### config.mk
export PLATFORM = sky130hd
export DESIGN_NAME = fp_normalizer
export DESIGN_NICKNAME = d
export VERILOG_FILES = /design/src/rtl/fp_pkg.sv /design/src/rtl/fp_lzc24.sv /design/src/rtl/fp_normalizer.sv
export SDC_FILE = /design/constraint.sdc
export NUM_CORES = 1
export LEC_CHECK = 0
export CAP_MARGIN = 40
export CORE_MARGIN = 8
export CORE_UTILIZATION = 40
export DETAILED_ROUTE_END_ITERATION = 8
export PLACE_DENSITY_LB_ADDON = 0.1
export SLEW_MARGIN = 0
export SYNTH_ARGS = -nofsm -noshare
export SYNTH_HDL_FRONTEND = slang
export SYNTH_HIERARCHICAL = 1
export SYNTH_SLANG_ARGS = --single-unit
### constraint.sdc
create_clock -name clk -period 3.61 [get_ports clk]
set_clock_uncertainty 0.2 [all_clocks]
set_input_delay 0.9025 -clock clk [delete_from_list [all_inputs] [get_ports clk]]
set_output_delay 0.9025 -clock clk [all_outputs]
set_load 0.1 [all_outputs]
### src/rtl/fp_pkg.sv
// fp_pkg: shared widths, state enum and result packing
// for the single-precision adder datapath.
package fp_pkg;

   localparam int EXP_W = 8;
   localparam int MAN_W = 23;
   localparam logic [EXP_W-1:0] EXP_MAX = 8'hFF;

   typedef enum logic [1:0] {
      IDLE,
      NORM,
      DONE
   } norm_state_t;

   function automatic logic [31:0] fp_pack(
      input logic             s,
      input logic [EXP_W-1:0] e,
      input logic [MAN_W-1:0] f
   );
      return {s, e, f};
   endfunction

endpackage

### src/rtl/fp_lzc24.sv
// fp_lzc24: combinational leading-zero count of a 24-bit
// mantissa; all-zero input yields 24.
module fp_lzc24 (
   input  logic [23:0] a,
   output logic [4:0]  lz
);

   // later (higher) set bits overwrite earlier ones
   always_comb begin
      lz = 5'd24;
      for (int i = 0; i < 24; i++) begin
         if (a[i]) lz = 5'(23 - i);
      end
   end

endmodule

### src/rtl/fp_normalizer.sv
// fp_normalizer: post-add normalize and pack, valid/ready both sides.
// FP_NORM_FAST_EN selects single-cycle LZC normalization.
module fp_normalizer
   import fp_pkg::*;
(
   input  logic                 clk,
   input  logic                 rst,
   input  logic                 in_valid,
   output logic                 in_ready,
   input  logic                 Sign,
   input  logic [EXP_W-1:0]     Exp,
   input  logic [MAN_W+1:0]     Mant,
   output logic                 out_valid,
   input  logic                 out_ready,
   output logic [31:0]          Out,
   output logic                 Ovf,
   output logic                 Unf,
   output logic                 Zero
);

   norm_state_t state;
   logic        sgn;
   logic [8:0]  exp_r;
   logic [24:0] man;
   logic [8:0]  ce;

   assign ce = exp_r + 9'd1;

`ifdef FP_NORM_FAST_EN
   logic [4:0]  lz;
   logic [8:0]  emax;
   logic [4:0]  sh;
   logic [23:0] fm;
   logic [8:0]  fe;

   fp_lzc24 u_lzc (
      .a  (man[23:0]),
      .lz (lz)
   );

   // shift limited so exp never drops below 1
   always_comb begin
      emax = exp_r - 9'd1;
      sh   = ({4'd0, lz} < emax) ? lz : emax[4:0];
      fm   = man[23:0] << sh;
      fe   = exp_r - {4'd0, sh};
   end
`endif

   // control FSM with registered result and flags
   always_ff @(posedge clk or posedge rst) begin
      if (rst) begin
         state     <= IDLE;
         in_ready  <= 1'b1;
         out_valid <= 1'b0;
         Out       <= '0;
         Ovf       <= 1'b0;
         Unf       <= 1'b0;
         Zero      <= 1'b0;
         sgn       <= 1'b0;
         exp_r     <= '0;
         man       <= '0;
      end else begin
         unique case (state)
            IDLE: begin
               if (in_valid) begin
                  sgn      <= Sign;
                  exp_r    <= (Exp == '0) ? 9'd1
                                          : {1'b0, Exp};
                  man      <= Mant;
                  in_ready <= 1'b0;
                  state    <= NORM;
               end
            end
            NORM: begin
               Ovf  <= 1'b0;
               Unf  <= 1'b0;
               Zero <= 1'b0;
               if (man[24]) begin
                  if (ce >= 9'd255) begin
                     Out <= fp_pack(sgn, EXP_MAX, '0);
                     Ovf <= 1'b1;
                  end else begin
                     Out <= fp_pack(sgn, ce[7:0],
                                    man[23:1]);
                  end
                  out_valid <= 1'b1;
                  state     <= DONE;
               end else if (man == '0) begin
                  Out       <= fp_pack(sgn, '0, '0);
                  Zero      <= 1'b1;
                  out_valid <= 1'b1;
                  state     <= DONE;
`ifdef FP_NORM_FAST_EN
               end else if (fm[23]) begin
                  Out       <= fp_pack(sgn, fe[7:0],
                                       fm[22:0]);
                  out_valid <= 1'b1;
                  state     <= DONE;
               end else begin
                  Out       <= fp_pack(sgn, '0, fm[22:0]);
                  Unf       <= 1'b1;
                  out_valid <= 1'b1;
                  state     <= DONE;
               end
`else
               end else if (man[23]) begin
                  Out       <= fp_pack(sgn, exp_r[7:0],
                                       man[22:0]);
                  out_valid <= 1'b1;
                  state     <= DONE;
               end else if (exp_r == 9'd1) begin
                  Out       <= fp_pack(sgn, '0, man[22:0]);
                  Unf       <= 1'b1;
                  out_valid <= 1'b1;
                  state     <= DONE;
               end else begin
                  man   <= man << 1;
                  exp_r <= exp_r - 9'd1;
               end
`endif
            end
            DONE: begin
               if (out_ready) begin
                  out_valid <= 1'b0;
                  in_ready  <= 1'b1;
                  state     <= IDLE;
               end
            end
            default: begin
               state    <= IDLE;
               in_ready <= 1'b1;
            end
         endcase
      end
   end

endmodule
==> Slide: Implementation Results <==
Physical Implementation Snapshot

CTS
  • CTS clk-pin slew, worst paths: 0.08 ns
  • Max clock buf depth: 2
  • Late-Pin Clk Latency: 0.35 ns
  • Num CTS Buffers: 9
  • CTS resizes: 0
  • Root cell of the clock tree: clkbuf_8
  • Clock sinks: 74
  • Setup Buffers After CTS: 0
  • Hold_buf cts: 0
  • TritonCTS clock tree: done

Final layout
  • Clock network area share: 0.0471
  • Invs w/o clock: 10
  • Comb gate area: slightly below 0.002 mm^2
  • Flip-flops: 74
  • Buffering overhead: 0.152
  • Number of multi-input logic gates: 296
  • Fill cells: 917
  • # clk buffers: 11
  • Layout net count: 520
  • Most numerous logic cell after layout: dfrtp_1
  • Non-CTS buffers: 87
  • Most instantiated logic cells after routing: 73 x dfrtp_1, 54 x nand3_1, 49 x buf_4
  • Share of cells above drive strength 1: 0.199
  • Sequential Area: approximately 0.0019 mm^2
  • Post-layout util: 0.511
  • # diodes: 0
  • Synthesis-to-finish area growth: 23.5%

Place
  • Port buffer count: around 74
  • Placer Congestion: 0.858

Die
  • IO Pins: 75
  • Die area: approximately 0.014 mm^2
  • Vert. Die Dim: 117 um
  • N_taps: 133
  • # rows: 36
  • Initial Util: 0.413
  • Die width: 117 um

Setup path
  • CP Buf/Inv Count: 0
  • Cell Chain, Critical Path: nor4_2, nand4_2, o311ai_4, and2_1, o21ai_0
  • Top delay family on crit path: simple AND/OR/NAND/NOR gates
  • Worst EP arrival: approximately 3.3 ns
  • Crit-path max cell delay: ~0.83 ns
  • R2R Setup Slk: 0.35 ns
  • Slowest-stage cell, CP: and2_1
  • Critical Path Fanout Max: 23
  • Worst Path Required: 3.60 ns
  • Worst R2R Path Depth: 5
  • WP depth: 5

STA
  • Final setup viols: 0
  • Relative slew slack: 0.400
  • Fmax: 0.306 GHz
  • Final Hold Fails: 0
  • Post-layout period usage: 0.904
  • Final Critical Period: 3.26 ns
  • Unrepaired setup endpoints after global routing: no
  • Final WS setup: 0.346 ns
  • Worst-Margin Slew: 0.900 ns

Outcome
  • Status: complete, no violations

Drt
  • Drt drc: 0
  • Post-Route WL: 11.9 mm
  • Detailed-route via count: 3535
  • TritonRoute pass-1 iters: 4
  • Antenna Nets Post-Route: 0
  • Drt initial violations: 183

Logic synthesis
  • And+or+nand+nor area frac: 0.196
  • Dominant flop cell: dfrtp_1
  • Post-Synthesis Cells: between 400 and 500
  • Avg Inst Size Synth: 9.65 um^2
  • Seq/Total Area, Yosys: 0.459
  • Yosys Warn Count: 6
  • Top logic family: AND-OR/OR-AND gates
  • Count of library flops with an enable pin: 0
  • Ao+oa area frac: 0.245
  • XOR Share, Synth: 0.00433
  • Async SR Flop Fraction: 1.00
  • Distinct cells, synth: 61

Global routing
  • Global route overflow: 0
  • GR Util All Layers: 0.182
  • Initial antenna violation count: 0
  • Largest net degree at the start of global routing: around 45
  • Wire length of the first global-routing pass: slightly below 20 mm
  • Vias in the first global route: around 3500

Run
  • OpenROAD warnings: 29

Min path
  • Hold Startpoint: sgn
==> sequential cells by signal, indices dropped and copies added (netlist names) <==
signal	flops
out_valid	1
Unf	1
Zero	1
man	25
exp_r	9
sgn	1
state	2
Ovf	1
Out	32
in_ready	1
==> synth_stat cells, types with 8 or more instances <==
cell,instances,area share
nor2_1,11,0.010
nand2_1,36,0.033
nand3_1,54,0.067
buf_2,14,0.017
a32oi_1,8,0.017
o21ai_1,21,0.026
a21oi_1,13,0.016
o21ai_0,27,0.033
a22oi_1,21,0.039
inv_1,10,0.0093
nor4_1,8,0.012
a2bb2oi_2,10,0.037
dfrtp_1,73,0.45
clkbuf_1,17,0.016
==> how the worst max path moves through the flow <==
| stage | startpoint | endpoint |
|---|---|---|
| floorplan | rst | Out[0] |
| global placement | in_valid | exp_r[0] |
| detailed placement | in_valid | exp_r[0] |
| CTS | man[0] | man[22] |
| global route | man[1] | man[22] |
| finish | man[1] | man[22] |
==> metal layers <==
metal	track usage	share of wire	vias up
met5	0	0	-
met4	0.0527	0.011	0
met3	0.0377	0.066	13
met2	0.290	0.47	116
met1	0.244	0.45	1712
li1	-	-	1694
==> metrics by stage <==
step	instances	hold WS [ns]
after floorplan	419	0.242
after global placement	600	0.272
after detailed placement	600	0.266
after CTS	616	0.297
after global routing	616	0.328
final	616	0.293
==> cell families after synthesis <==
family | Yosys count
AOI/OAI and AO/OA | 135
DFF | 74
xor gates and xnor gates | 2
muxes | 8
buffers and inverters | 49
adders and majority gates | 4
and+or+nand+nor | 147
==> tightest hold or removal path, stage by stage, from the launching register on <==
cell and delay, ns:
dfrtp_1 0.35, nand2_1 0.05, nand2_1 0.06
Figure 1. Placement by cell class.
Scale bar: 20 um. Fill, decap, tap and diode cells in grey.
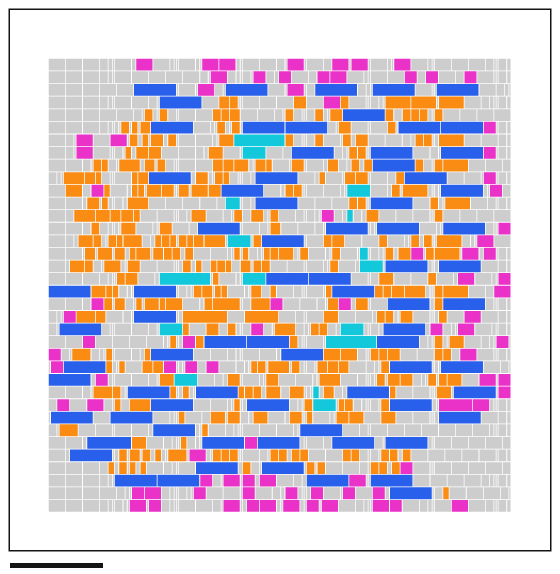
Magenta shows other buffers and delay cells, cells 87, share of their area 16%. Orange shows combinational and other logic, cells 306, share of their area 41%. Cyan shows clock drivers and dummy loads, cells 16, share of their area 4.9%. Blue shows flops, cells 74, share of their area 38%.
post-route design area: 0.00499 mm^2
Seq area share: 0.371
core area: 0.00977 mm^2

Figure 2. Routing congestion.
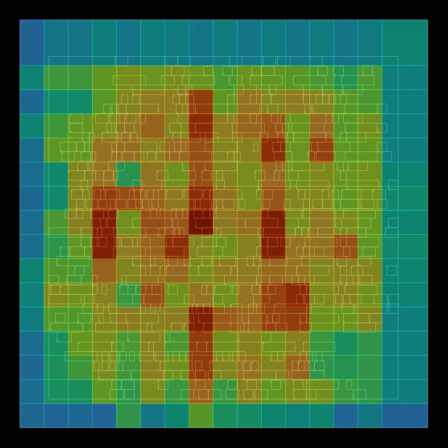
grt met3 use: 0.0377
GRT busiest layer: met2

Figure 3. Placement density heat map.
The die is cut into 12 by 12 equal tiles; black is low, pale yellow is high, 0 to 100% covered.
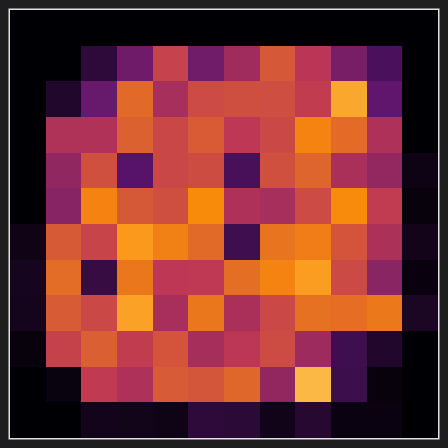
19% of the tiles are nearly empty. 3.5% of the tiles are over 75% full. The mean over all tiles is 36%.

Figure 4. Wiring by layer.
Scale bar: 20 um. Two of the layers only.
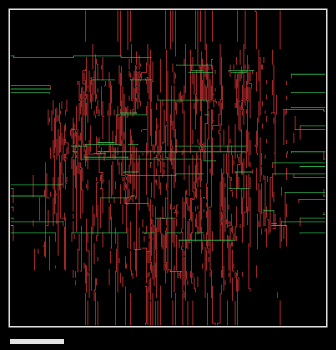
Green shows metal 3, wire length 785 um. Red shows metal 2, wire length 5650 um.

